[config.mk]
export PLATFORM = sky130hd
export DESIGN_NAME = peak_tracker_flat
export DESIGN_NICKNAME = d
export VERILOG_FILES = /design/src/rtl/peak_tracker_if.sv /design/src/rtl/peak_tracker.sv /design/src/flat_wrapper.sv
export SDC_FILE = /design/constraint.sdc
export NUM_CORES = 1
export LEC_CHECK = 0
export ABC_CLOCK_PERIOD_IN_PS = 8350
export CAP_MARGIN = 20
export CORE_MARGIN = 3
export CORE_UTILIZATION = 36
export DETAILED_ROUTE_END_ITERATION = 10
export GPL_TIMING_DRIVEN = 0
export PLACE_DENSITY = 0.75
export SYNTH_ARGS = -nofsm -noshare
export SYNTH_HDL_FRONTEND = slang
export SYNTH_SLANG_ARGS = --single-unit
[constraint.sdc]
create_clock -name clk -period 8.35 [get_ports clk]
set_input_delay 1.67 -clock clk [delete_from_list [all_inputs] [get_ports clk]]
set_output_delay 1.67 -clock clk [all_outputs]
set_load 0.005 [all_outputs]
[src/rtl/peak_tracker_if.sv]
// Session control, sample stream and peak-result bundle for peak_tracker.
interface peak_tracker_if #(
  parameter int DATA_W   = 12,
  parameter int NUM_AXES = 2,
  parameter int POS_W    = 32,
  parameter int CNT_W    = 16
);
  logic                      start;
  logic                      stop;
  logic                      smp_vld;
  logic [DATA_W-1:0]         smp_val;
  logic [NUM_AXES*POS_W-1:0] pos;
  logic [DATA_W-1:0]         max_val;
  logic [NUM_AXES*POS_W-1:0] max_pos;
  logic                      new_max;
  logic                      done;
  logic                      busy;
  logic [CNT_W-1:0]          smp_cnt;

  modport master (
    output start, stop, smp_vld, smp_val, pos,
    input  max_val, max_pos, new_max, done, busy, smp_cnt
  );

  modport slave (
    input  start, stop, smp_vld, smp_val, pos,
    output max_val, max_pos, new_max, done, busy, smp_cnt
  );
endinterface

[src/rtl/peak_tracker.sv]
// Scan-session peak hold: keeps the largest ADC sample (with hysteresis) and the servo
// pulse widths at that peak. Optional window averaging of candidates via `define PEAK_AVG_EN.
module peak_tracker #(
  parameter int DATA_W      = 12,
  parameter int NUM_AXES    = 2,
  parameter int POS_W       = 32,
  parameter int THRESH      = 4,
  parameter int MAX_SAMPLES = 0,
  parameter int CNT_W       = 16,
  parameter int AVG_LOG2    = 2
) (
  input logic          clk,
  input logic          rst,
  peak_tracker_if.slave bus
);
  localparam int PW = NUM_AXES * POS_W;

  localparam logic [1:0] IDLE = 2'd0;
  localparam logic [1:0] SCAN = 2'd1;
  localparam logic [1:0] HOLD = 2'd2;

  logic [1:0]        state;
  logic [DATA_W-1:0] max_val_q;
  logic [PW-1:0]     max_pos_q;
  logic              new_max_q;
  logic              done_q;
  logic              busy_q;
  logic [CNT_W-1:0]  cnt_q;
  logic              seen_q;

  logic              scan_smp;
  logic [DATA_W-1:0] cand;
  logic              cand_vld;
  logic              accept;
  logic [CNT_W-1:0]  cnt_nxt;
  logic              auto_stop;

  function automatic logic [CNT_W-1:0] sat_inc(input logic [CNT_W-1:0] c);
    return (&c) ? c : c + CNT_W'(1);
  endfunction

  // Limit is formed one bit wider so a peak near full scale cannot wrap the band.
  function automatic logic beats_peak(input logic [DATA_W-1:0] c, input logic [DATA_W-1:0] p);
    logic [DATA_W:0] lim;
    lim = {1'b0, p} + (DATA_W+1)'(THRESH);
    return {1'b0, c} > lim;
  endfunction

  // A sample coinciding with START is dropped, since START restarts the session.
  assign scan_smp = (state == SCAN) && bus.smp_vld && !bus.start;

`ifdef PEAK_AVG_EN
  localparam int ACC_W = DATA_W + AVG_LOG2;

  logic [ACC_W-1:0]    acc_q;
  logic [ACC_W-1:0]    acc_sum;
  logic [AVG_LOG2-1:0] win_q;
  logic                win_last;

  assign acc_sum  = acc_q + ACC_W'(bus.smp_val);
  assign win_last = &win_q;
  assign cand     = DATA_W'(acc_sum >> AVG_LOG2);
  assign cand_vld = scan_smp && win_last;

  always_ff @(posedge clk or posedge rst) begin
    if (rst) begin
      acc_q <= '0;
      win_q <= '0;
    end else if (bus.start) begin
      acc_q <= '0;
      win_q <= '0;
    end else if (scan_smp) begin
      acc_q <= win_last ? '0 : acc_sum;
      win_q <= win_q + AVG_LOG2'(1);
    end
  end
`else
  assign cand     = bus.smp_val;
  assign cand_vld = scan_smp;
`endif

  assign accept    = cand_vld && (!seen_q || beats_peak(cand, max_val_q));
  assign cnt_nxt   = sat_inc(cnt_q);
  assign auto_stop = (MAX_SAMPLES != 0) && (cnt_nxt == CNT_W'(MAX_SAMPLES));

  always_ff @(posedge clk or posedge rst) begin
    if (rst) begin
      state     <= IDLE;
      max_val_q <= '0;
      max_pos_q <= '0;
      new_max_q <= 1'b0;
      done_q    <= 1'b0;
      busy_q    <= 1'b0;
      cnt_q     <= '0;
      seen_q    <= 1'b0;
    end else begin
      new_max_q <= 1'b0;
      done_q    <= 1'b0;
      if (bus.start) begin
        state     <= SCAN;
        busy_q    <= 1'b1;
        max_val_q <= '0;
        max_pos_q <= '0;
        cnt_q     <= '0;
        seen_q    <= 1'b0;
      end else if (state == SCAN) begin
        if (scan_smp) cnt_q <= cnt_nxt;
        if (accept) begin
          max_val_q <= cand;
          max_pos_q <= bus.pos;
          new_max_q <= 1'b1;
          seen_q    <= 1'b1;
        end
        // The sample sharing this cycle with STOP is still processed above.
        if (bus.stop || (scan_smp && auto_stop)) begin
          state  <= HOLD;
          busy_q <= 1'b0;
          done_q <= 1'b1;
        end
      end
    end
  end

  assign bus.max_val = max_val_q;
  assign bus.max_pos = max_pos_q;
  assign bus.new_max = new_max_q;
  assign bus.done    = done_q;
  assign bus.busy    = busy_q;
  assign bus.smp_cnt = cnt_q;
endmodule

[src/flat_wrapper.sv]
// flat-port wrapper written by rule: the top's interface ports become plain ports
module peak_tracker_flat 
#(
  parameter int DATA_W      = 12,
  parameter int NUM_AXES    = 2,
  parameter int POS_W       = 32,
  parameter int THRESH      = 4,
  parameter int MAX_SAMPLES = 0,
  parameter int CNT_W       = 16,
  parameter int AVG_LOG2    = 2
)
  (clk, rst, bus_start, bus_stop, bus_smp_vld, bus_smp_val, bus_pos, bus_max_val, bus_max_pos, bus_new_max, bus_done, bus_busy, bus_smp_cnt);
  peak_tracker_if #(.DATA_W(DATA_W), .NUM_AXES(NUM_AXES), .POS_W(POS_W), .CNT_W(CNT_W)) bus_i ();
  input logic clk;
  input logic rst;
  input wire logic [$bits(bus_i.start)-1:0] bus_start;
  input wire logic [$bits(bus_i.stop)-1:0] bus_stop;
  input wire logic [$bits(bus_i.smp_vld)-1:0] bus_smp_vld;
  input wire logic [$bits(bus_i.smp_val)-1:0] bus_smp_val;
  input wire logic [$bits(bus_i.pos)-1:0] bus_pos;
  output wire logic [$bits(bus_i.max_val)-1:0] bus_max_val;
  output wire logic [$bits(bus_i.max_pos)-1:0] bus_max_pos;
  output wire logic [$bits(bus_i.new_max)-1:0] bus_new_max;
  output wire logic [$bits(bus_i.done)-1:0] bus_done;
  output wire logic [$bits(bus_i.busy)-1:0] bus_busy;
  output wire logic [$bits(bus_i.smp_cnt)-1:0] bus_smp_cnt;
  assign bus_i.start = bus_start;
  assign bus_i.stop = bus_stop;
  assign bus_i.smp_vld = bus_smp_vld;
  assign bus_i.smp_val = bus_smp_val;
  assign bus_i.pos = bus_pos;
  assign bus_max_val = bus_i.max_val;
  assign bus_max_pos = bus_i.max_pos;
  assign bus_new_max = bus_i.new_max;
  assign bus_done = bus_i.done;
  assign bus_busy = bus_i.busy;
  assign bus_smp_cnt = bus_i.smp_cnt;
  peak_tracker #(.DATA_W(DATA_W), .NUM_AXES(NUM_AXES), .POS_W(POS_W), .THRESH(THRESH), .MAX_SAMPLES(MAX_SAMPLES), .CNT_W(CNT_W), .AVG_LOG2(AVG_LOG2)) u_core (.clk(clk), .rst(rst), .bus(bus_i));
endmodule
==> metrics.cfg, run 1 <==
[layout]
fin_nets = 950
ff_count = 97
dominant_cells = combinational gates
layout.clock.cell_area_share = 0.03944
n_all_inverters = 82
area.share.sequential = 0.2954
nonClockBufferCount = 228
post_route_cells_drive_above_1_share = 0.07093
insertedDiodeCount = 0
regArea_mm2 = 0.002427
area_delta_synth_final_pct = 40.53
layout.buffer.nonclock.area_share = 0.2464
comb_area_share = 0.3489
layout.clock_buffers = 14
finish.cell_count_without_fillers = 1071

[synthesis]
ys_top_logic_family = simple AND/OR/NAND/NOR gates
syn-mean-instance-area_um2 = 8.753
mappedNetlistNets = 763
synth-compound-area-share = 0.1489
ys_cells = 668
mappedNetlistArea_mm2 = 0.005847
synth-area-yosys_mm2 = 0.005847
yosys.area_share.xor_xnor = 0.02996
adder_and_majority_gate_portion_of_the_synthesized_area = 0.02996
yosysWarnings = 0
post_synth_and_or_nand_nor_area_fraction = 0.2778
synth_cell_type_count = 41
synth-seq-area-share = 0.4152
ys.flops = 97
post_synth_inst_count = 668

[detailed_routing]
route.antenna.remaining_nets = 0
via_count_normalized_by_instance_count = 5.201
drc = 0
drt_pre_antenna_iters = 5
routedWlPerCell_um = 16.25

[worst_setup_path]
path_common_cell = sky130_fd_sc_hd__buf_6
crit_path_top_delay_cell = sky130_fd_sc_hd__o31ai_2
rrSetupSlack_ns = 4.80
worst-r2r-cell-count = 13
critical_path_class = in2reg
critical_path.reg2reg.endpoint = u_core.bus.max_pos[5]$_DFFE_PP0P_
worst-endpoint-required_ns = 8.57
slowest_delay_ns = 0.57
critical_path_buf_inv_count = 3
path_max_fanout = 10
path_cells = clkdlybuf4s50_1 > ha_1 > and3_1 > nand4_1 > o31ai_2 > a21o_1 > buf_6 > buf_6 > o211ai_2
worstSetupEndpointType = register
timing.rr.start = u_core.bus.max_val[2]$_DFFE_PP0P_
cp-start-kind = primary input

[global_route]
globalRouteOverflowTotal = 0
pin_count_of_the_biggest_net_entering_global_routing = 52
first_global_vias = 5535
grt_use_total = 0.1937
number_of_antenna_violations_at_the_first_check_in_global_routing = 0

[clock_network]
cts.repair.resized = 0
clock_insertion_delay_worst_skew_ns = 0.34
cts_sinks = 97
cts.repair_timing.setup_buffer_count = 0
clk_path_buf_depth = 2
cts.clk_slew.worst_paths_ns = 0.07
clock_tree.root_cell = sky130_fd_sc_hd__clkbuf_16
htreeDepth = 3

[min_path]
worstHoldPathType = reg2reg
whs_endpoint = u_core.bus.done$_DFF_PP0_
hold_start = u_core.state[1]$_DFFE_PP0P_
worst_hold_path.num_cells = 1

[final_timing]
setup_viol = 0
rsz0062_at_grt = no
hold_slack_ns = 0.5274
period_needed_ns = 3.993
fmax_mhz = 250.4
timing_max_transition_violations_final = 0
max-slew-margin-rel = 0.5961
worst_slew_pin_slew_ns = 0.6059
min_period_over_period = 0.4782
finalHoldViolations = 0

[die]
fp_util = 0.3762
io_pins = 176
fp.dieArea_mm2 = 0.01781
die_height_um = 133.4
coreArea_mm2 = 0.01554
tap_cell_instance_count = 211
num_rows = 45

[outcome]
status = finished clean

[place]
routabilityCongestion = 0.8494
port_buffers = 175
place_inst = 1055

[run]
openroad.warnings = 26
maxCapViolations = 0

[power_and_ir_drop]
vdd.ir_drop.worst_mv = 0.1001
leakagePower_uw = 0.003528
finalPower_uw = 1447
power_density_mw_per_mm2 = 176.1

==> run 1: how the worst max path moves through the flow <==
stage,from,endpoint,cells after the start
floorplan,rst,u_core.bus.done$_DFF_PP0_,1
global placement,rst,u_core.bus.max_pos[10]$_DFFE_PP0P_,2
detailed placement,bus_smp_val[11],u_core.bus.max_pos[4]$_DFFE_PP0P_,9
CTS,bus_smp_val[11],u_core.bus.max_pos[5]$_DFFE_PP0P_,9
global route,bus_smp_val[11],u_core.bus.max_val[2]$_DFFE_PP0P_,9
finish,bus_smp_val[10],u_core.bus.max_pos[5]$_DFFE_PP0P_,9
==> run 1: report_power, final <==
| group | total [uW] | internal, uW | switching, uW |
|---|---|---|---|
| registers | 573 | 529 | 43.9 |
| clock network | 457 | 280 | 178 |
| logic | 417 | 225 | 191 |
==> run 1: cell families after synthesis <==
family | Yosys count
AND/OR/NAND/NOR | 301
buffers and inverters | 134
AND-OR/OR-AND | 100
flip-flops | 97
XOR/XNOR | 20
adder cells (fa/ha/maj) | 14
multiplexers | 2
==> run 1: state kept, by name, summed over array words and instances (netlist names) <==
register / count
u_core.bus.max_pos: 64
u_core.bus.smp_cnt: 16
u_core.bus.max_val: 12
u_core.state: 2
u_core.seen_q: 1
u_core.bus.new_max: 1
u_core.bus.done: 1
==> run 1: through the flow <==
step,instance area (um2),setup slack (ns),utilization
2_1_floorplan,5847,4.146,-
3_3_place_gp,7863,2.463,0.5060
3_5_place_dp,7893,3.930,0.5079
4_1_cts,8217,4.287,0.5287
5_1_grt,8217,4.099,0.5287
6_report,8217,4.357,0.5287
==> run 1: synthesized netlist by cell type (all sizes together) <==
library cell	count	area [um2]
a221o	1	10.01
a41oi	2	17.52
o21a	1	7.510
xor2	4	35.03
nand4bb	1	11.26
inv	82	307.8
nand3	12	60.06
ha	14	175.2
dfrtp	97	2427
and4	2	17.52
nor4bb	1	10.01
nor3	3	15.01
a21o	3	22.52
nand2b	1	6.260
nor2b	77	481.7
and2	6	37.54
a21oi	6	33.78
xnor2	16	140.1
a211o	1	8.760
clkbuf	31	116.4
nand2	82	307.8
nor2	23	86.33
mux2i	1	10.01
nor3b	2	15.01
nand4	79	494.2
or2	1	8.760
and3	9	56.30
mux2	1	11.26
buf	21	128.9
a2111oi	4	50.05
a211oi	4	30.03
and3b	1	8.760
o31ai	2	20.02
nand3b	1	7.510
o211ai	76	670.6
==> run 1: cell usage in the layout, fill, tap and decap left out, drive strengths merged, types with 4 or more instances in the layout <==
cell type,n
ha,14
xor2,4
a211oi,4
xnor2,16
nand4,79
nand2,82
o211ai,76
and3,9
clkbuf,45
a2111oi,4
clkdlybuf4s50,175
and2,6
a21oi,6
nor2,23
inv,82
buf,22
nor2b,77
dfrtp,97
nand3,12
==> run 1: layer usage <==
layer	up-vias	routed length [um]	track usage
met1	2666	7776	0.2587
met2	185	8166	0.3124
li1	2698	-	-
met4	0	350	0.06914
met5	-	0	0
met3	21	1111	0.04041
run_1/m4.png
Drawn at 2 px/um.
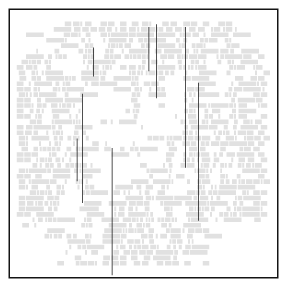
share of all routed wire = 2.0%
nets with wire on the layer = 7
main direction = vertical
longest straight run = 70.0 um

run_1/m1.png
Drawn at 3 px/um.
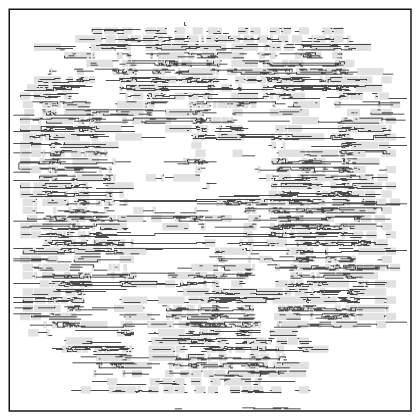
main direction = horizontal
share of all routed wire = 45%
nets with wire on the layer = 846
wire length on this layer = 7780 um
longest straight run = 39.3 um
overall routed net length: 17.40 mm
total via count in the routed design: 5570
global routing met1 resource utilization: 0.2587

run_1/m2.png
Drawn at 4 px/um.
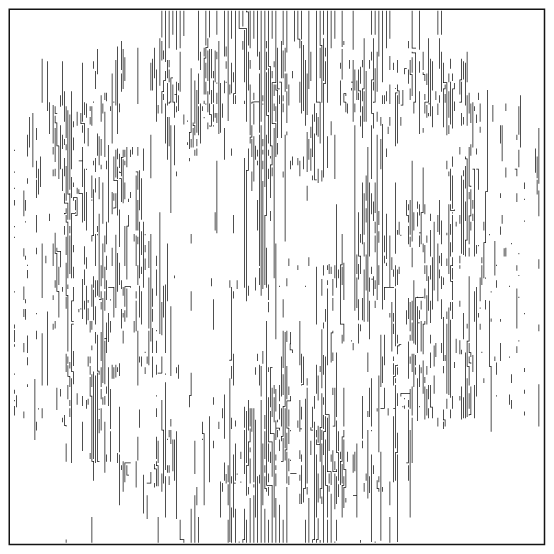
main direction = vertical
nets with wire on the layer = 784
share of all routed wire = 47%
longest straight run = 46.2 um
GRT met2 Usage: 0.3124

run_1/congestion_map.png
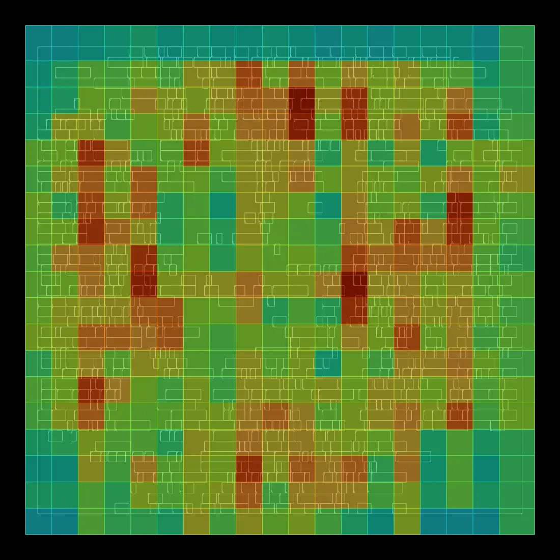

--- run 2 (diff from run 1) ---
--- a/config.mk
+++ b/config.mk
@@ -5,7 +5,7 @@
 export SDC_FILE = /design/constraint.sdc
 export NUM_CORES = 1
 export LEC_CHECK = 0
-export ABC_CLOCK_PERIOD_IN_PS = 8350
+export ABC_CLOCK_PERIOD_IN_PS = 3750
 export CAP_MARGIN = 20
 export CORE_MARGIN = 3
 export CORE_UTILIZATION = 36
==> constraint.sdc (replaced) <==
create_clock -name clk -period 3.75 [get_ports clk]
set_input_delay 0.75 -clock clk [delete_from_list [all_inputs] [get_ports clk]]
set_output_delay 0.75 -clock clk [all_outputs]
set_load 0.005 [all_outputs]
run_2/congestion_map.png
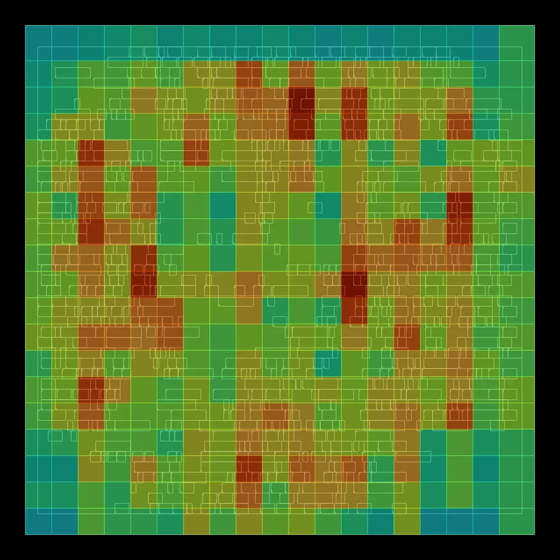
routing usage on met3: 0.04041
utilization after layout: 0.5294
most crowded layer after global routing: met2
post-detailed-route wirelength per cell: 16.26 um

run_2/m2.png
Drawn at 4 px/um.
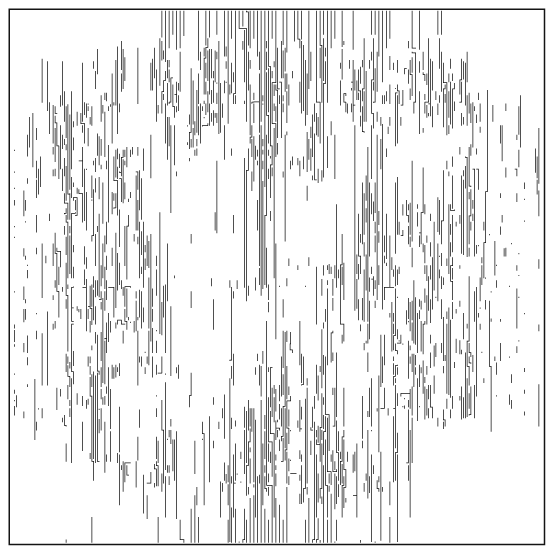
share of all routed wire = 47%
longest straight run = 46.2 um
wire length on this layer = 8190 um
main direction = vertical
overall routed net length: 17.41 mm
total via count in the routed design: 5576

==> run 2 against run 1 <==
  * Routed wire length about the same
  * Clock skew about the same
  * Cell area up 0.12%
  * Sequential share of layout area about the same
  * First-iteration DRC count fell by 0.32%
  * Synthesized cell count is the same
  * Register-to-register slack worse by 4.5 ns
  * Largest cell class unchanged
  * Highest routed layer unchanged
==> metrics.cfg, run 2 <==
[worst_setup_path]
startpoint = u_core.bus.max_val[2]$_DFFE_PP0P_
cp-start-kind = register
setup.worst_path.end = u_core.bus.max_val[1]$_DFFE_PP0P_
path_depth = 13  ; +4
arrival_ns = 3.73
worstSetupEndpointType = register
worst-r2r-cell-count = 13  ; unchanged
critical_path_class = reg2reg
path_max_fanout = 10  ; unchanged
critical_path.reg2reg.endpoint = u_core.bus.max_val[1]$_DFFE_PP0P_
cell_family_with_the_largest_share_of_critical_path_delay = simple AND/OR/NAND/NOR gates
crit_path_top_delay_cell = sky130_fd_sc_hd__dfrtp_1
timing.rr.start = u_core.bus.max_val[2]$_DFFE_PP0P_
slowest_delay_ns = 0.46  ; -0.11 ns
path_cells = ha_1 > and2_1 > and2_1 > and3_1 > xnor2_1 > ha_1 > and3_1 > nand4_1 > a211o_1 > buf_2 > clkbuf_1 > nand4_1 > o211ai_1
critical_path_buf_inv_count = 2  ; -1
rrSetupSlack_ns = 0.27  ; -4.53 ns
worst-endpoint-required_ns = 4.00  ; -4.57 ns

[synthesis]
largest_area_cell = sky130_fd_sc_hd__dfrtp_1
ys_top_cells_by_area = sky130_fd_sc_hd__dfrtp_1 (42%), sky130_fd_sc_hd__nand4_1 (8.5%), sky130_fd_sc_hd__nor2b_1 (8.2%)
postSynth.topFlopCell = sky130_fd_sc_hd__dfrtp_1
mappedNetlistNets = 763  ; unchanged
synth_cell_type_count = 41  ; unchanged
synth.top_cells.by_count = sky130_fd_sc_hd__dfrtp_1 (97), sky130_fd_sc_hd__inv_1 (82), sky130_fd_sc_hd__nand2_1 (82)
synth-seq-area-share = 0.4152  ; unchanged
synth-area-yosys_mm2 = 0.005847  ; unchanged
yosys_top_cell_area_share = 0.4152  ; unchanged
post_synth_inst_count = 668  ; unchanged
postSynth.asyncResetShare = 1.000  ; unchanged
mappedNetlistArea_mm2 = 0.005847  ; unchanged
yosysWarnings = 0  ; unchanged
ys.flops = 97  ; unchanged
enable_flop_cells = 0  ; unchanged
netlist.top_cell.by_instances = sky130_fd_sc_hd__dfrtp_1
syn-mean-instance-area_um2 = 8.753  ; unchanged
ys_cells = 668  ; unchanged

[clock_network]
cts.repair_timing.setup_buffer_count = 0  ; unchanged
cts.repair.resized = 0  ; unchanged
tritoncts = built
clock_tree.root_cell = sky130_fd_sc_hd__clkbuf_16
clock_insertion_delay_worst_skew_ns = 0.34  ; about the same
htreeDepth = 3  ; unchanged
clk_path_buf_depth = 2  ; unchanged
cts.clk_slew.worst_paths_ns = 0.06  ; about the same
cts_sinks = 97  ; unchanged
hold_buffers = 0
cts_made_buffers = 9

[layout]
multi_input_comb_area_mm2 = 0.002875
most-common-layout-cells = sky130_fd_sc_hd__clkdlybuf4s50_1 (175), sky130_fd_sc_hd__dfrtp_1 (97), sky130_fd_sc_hd__nand2_1 (82), sky130_fd_sc_hd__inv_1 (81), sky130_fd_sc_hd__nand4_1 (79)
fin_nets = 950  ; unchanged
area_delta_synth_final_pct = 40.70
post_route_cells_drive_above_1_share = 0.07209  ; +0.001163
largest_register_ff_count = 64  ; unchanged
mostFrequentLayoutCell = sky130_fd_sc_hd__clkdlybuf4s50_1
insertedDiodeCount = 0  ; unchanged
finish.cell_count_without_fillers = 1071  ; unchanged
regArea_mm2 = 0.002427  ; unchanged
fillCellCount = 1464

[die]
io_pins = 176  ; unchanged
fp_util = 0.3762  ; unchanged
die_height_um = 133.4  ; unchanged
num_rows = 45  ; unchanged
die.size.x_um = 133.4
fp.dieArea_mm2 = 0.01781  ; unchanged
coreArea_mm2 = 0.01554  ; unchanged

[detailed_routing]
via_count_normalized_by_instance_count = 5.206  ; +0.11%
drc = 0  ; unchanged
route.antenna.remaining_nets = 0  ; unchanged
drt_pre_antenna_iters = 5  ; unchanged
drt_first_iter_violations = 308

[final_timing]
min_period_over_period = 0.9281
finalHoldViolations = 0  ; unchanged
rsz0062_at_grt = no
setup_viol = 0  ; unchanged
fin_worst_skew_ns = 0.006878
max-slew-margin-rel = 0.5950  ; -0.001019
worst_slew_pin_slew_ns = 0.6074  ; +0.001528 ns
timing_max_transition_violations_final = 0  ; unchanged
period_needed_ns = 3.480
fmax_mhz = 287.3

[place]
port_buffers = 175  ; unchanged
place_inst = 1055  ; unchanged
hpwl_mm = 12.62
routabilityCongestion = 0.8494  ; unchanged

[run]
openroad.warnings = 26  ; unchanged
maxCapViolations = 0  ; unchanged

[global_route]
first_global_vias = 5535  ; unchanged
globalRouteOverflowTotal = 0  ; unchanged
pin_count_of_the_biggest_net_entering_global_routing = 52  ; unchanged
number_of_antenna_violations_at_the_first_check_in_global_routing = 0  ; unchanged
grt_pass1_wl_mm = 28.14
grt_use_total = 0.1937  ; unchanged

[outcome]
status = finished clean

[power_and_ir_drop]
leakagePower_uw = 0.003531  ; +0.10%
finalPower_uw = 3223  ; +120%
vdd.ir_drop.worst_mv = 0.2230  ; +120%
power_density_mw_per_mm2 = 391.8  ; +120%

[min_path]
worstHoldPathType = reg2reg

-- run 2: cell counts after synthesis --
Identical to the previous run, type by type.
-- run 2: power breakdown --
part	switching, uW	internal (uW)	total [uW]
clock	396	623	1020
sequential	97.9	1180	1280
combinational	427	502	930
-- run 2: area by class of cell --
cell class	instances	area share
Timing Repair Buffer	176	0.2163
Clock inverter	2	0.007300
Sequential cell	97	0.2951
Buffer	52	0.02996
Clock buffer	14	0.03209
Tap cell	211	0.03209
Multi-Input combinational cell	437	0.3495
Inverter	82	0.03772
-- run 2: worst register-to-register path, stage by stage, from the launching register on --
cell,delay (ns)
sky130_fd_sc_hd__dfrtp_1,0.46
sky130_fd_sc_hd__ha_1,0.27
sky130_fd_sc_hd__and2_1,0.18
sky130_fd_sc_hd__and2_1,0.17
sky130_fd_sc_hd__and3_1,0.19
sky130_fd_sc_hd__xnor2_1,0.12
sky130_fd_sc_hd__ha_1,0.28
sky130_fd_sc_hd__and3_1,0.21
sky130_fd_sc_hd__nand4_1,0.21
sky130_fd_sc_hd__a211o_1,0.29
sky130_fd_sc_hd__buf_2,0.30
sky130_fd_sc_hd__clkbuf_1,0.42
sky130_fd_sc_hd__nand4_1,0.15
sky130_fd_sc_hd__o211ai_1,0.13
-- run 2: per-layer routing --
layer	share of wire	track usage	routed length [um]	vias up
li1	-	-	-	2697
met1	0.44	0.2587	7738	2667
met2	0.47	0.3124	8187	191
met3	0.065	0.04041	1136	21
met4	0.020	0.06914	350	0
met5	0	0	0	-
-- run 2: cells by family after synthesis --
logic type,synth area share
AND-OR/OR-AND,0.1489
XOR/XNOR,0.02996
adder cells (fa/ha/maj),0.02996
buffers and inverters,0.09459
flip-flops,0.4152
multiplexers,0.003638
AND/OR/NAND/NOR,0.2778
-- run 2: per-stage QoR --
| step | setup WS, ns | util | setup TNS (ns) | hold slack [ns] | cell area, um2 |
|---|---|---|---|---|---|
| 2_1_floorplan | 0.4663 | - | 0 | 0.4785 | 5847 |
| 3_3_place_gp | -1.217 | 0.5060 | -117.32 | 0.5156 | 7863 |
| 3_5_place_dp | 0.1688 | 0.5079 | 0 | 0.5199 | 7893 |
| 4_1_cts | 0.1475 | 0.5287 | 0 | 0.5289 | 8217 |
| 5_1_grt | 0.001201 | 0.5294 | 0 | 0.5588 | 8227 |
| 6_report | 0.2698 | 0.5294 | 0 | 0.5275 | 8227 |
-- run 2: worst min-delay path by stage --
stage                                      startpoint                         to  slack [ns]  cells past startpoint
final                     u_core.state[1]$_DFFE_PP0P_  u_core.bus.done$_DFF_PP0_        0.53                      1
after global routing      u_core.state[1]$_DFFE_PP0P_  u_core.bus.done$_DFF_PP0_        0.56                      1
after CTS                 u_core.state[1]$_DFFE_PP0P_  u_core.bus.done$_DFF_PP0_        0.53                      1
after detailed placement  u_core.state[1]$_DFFE_PP0P_  u_core.bus.done$_DFF_PP0_        0.52                      1
after global placement    u_core.state[1]$_DFFE_PP0P_  u_core.bus.done$_DFF_PP0_        0.52                      1
after floorplan           u_core.state[1]$_DFFE_PP0P_  u_core.bus.done$_DFF_PP0_        0.48                      1
Power figures rest on the tool's default switching activity, not on a simulated workload.
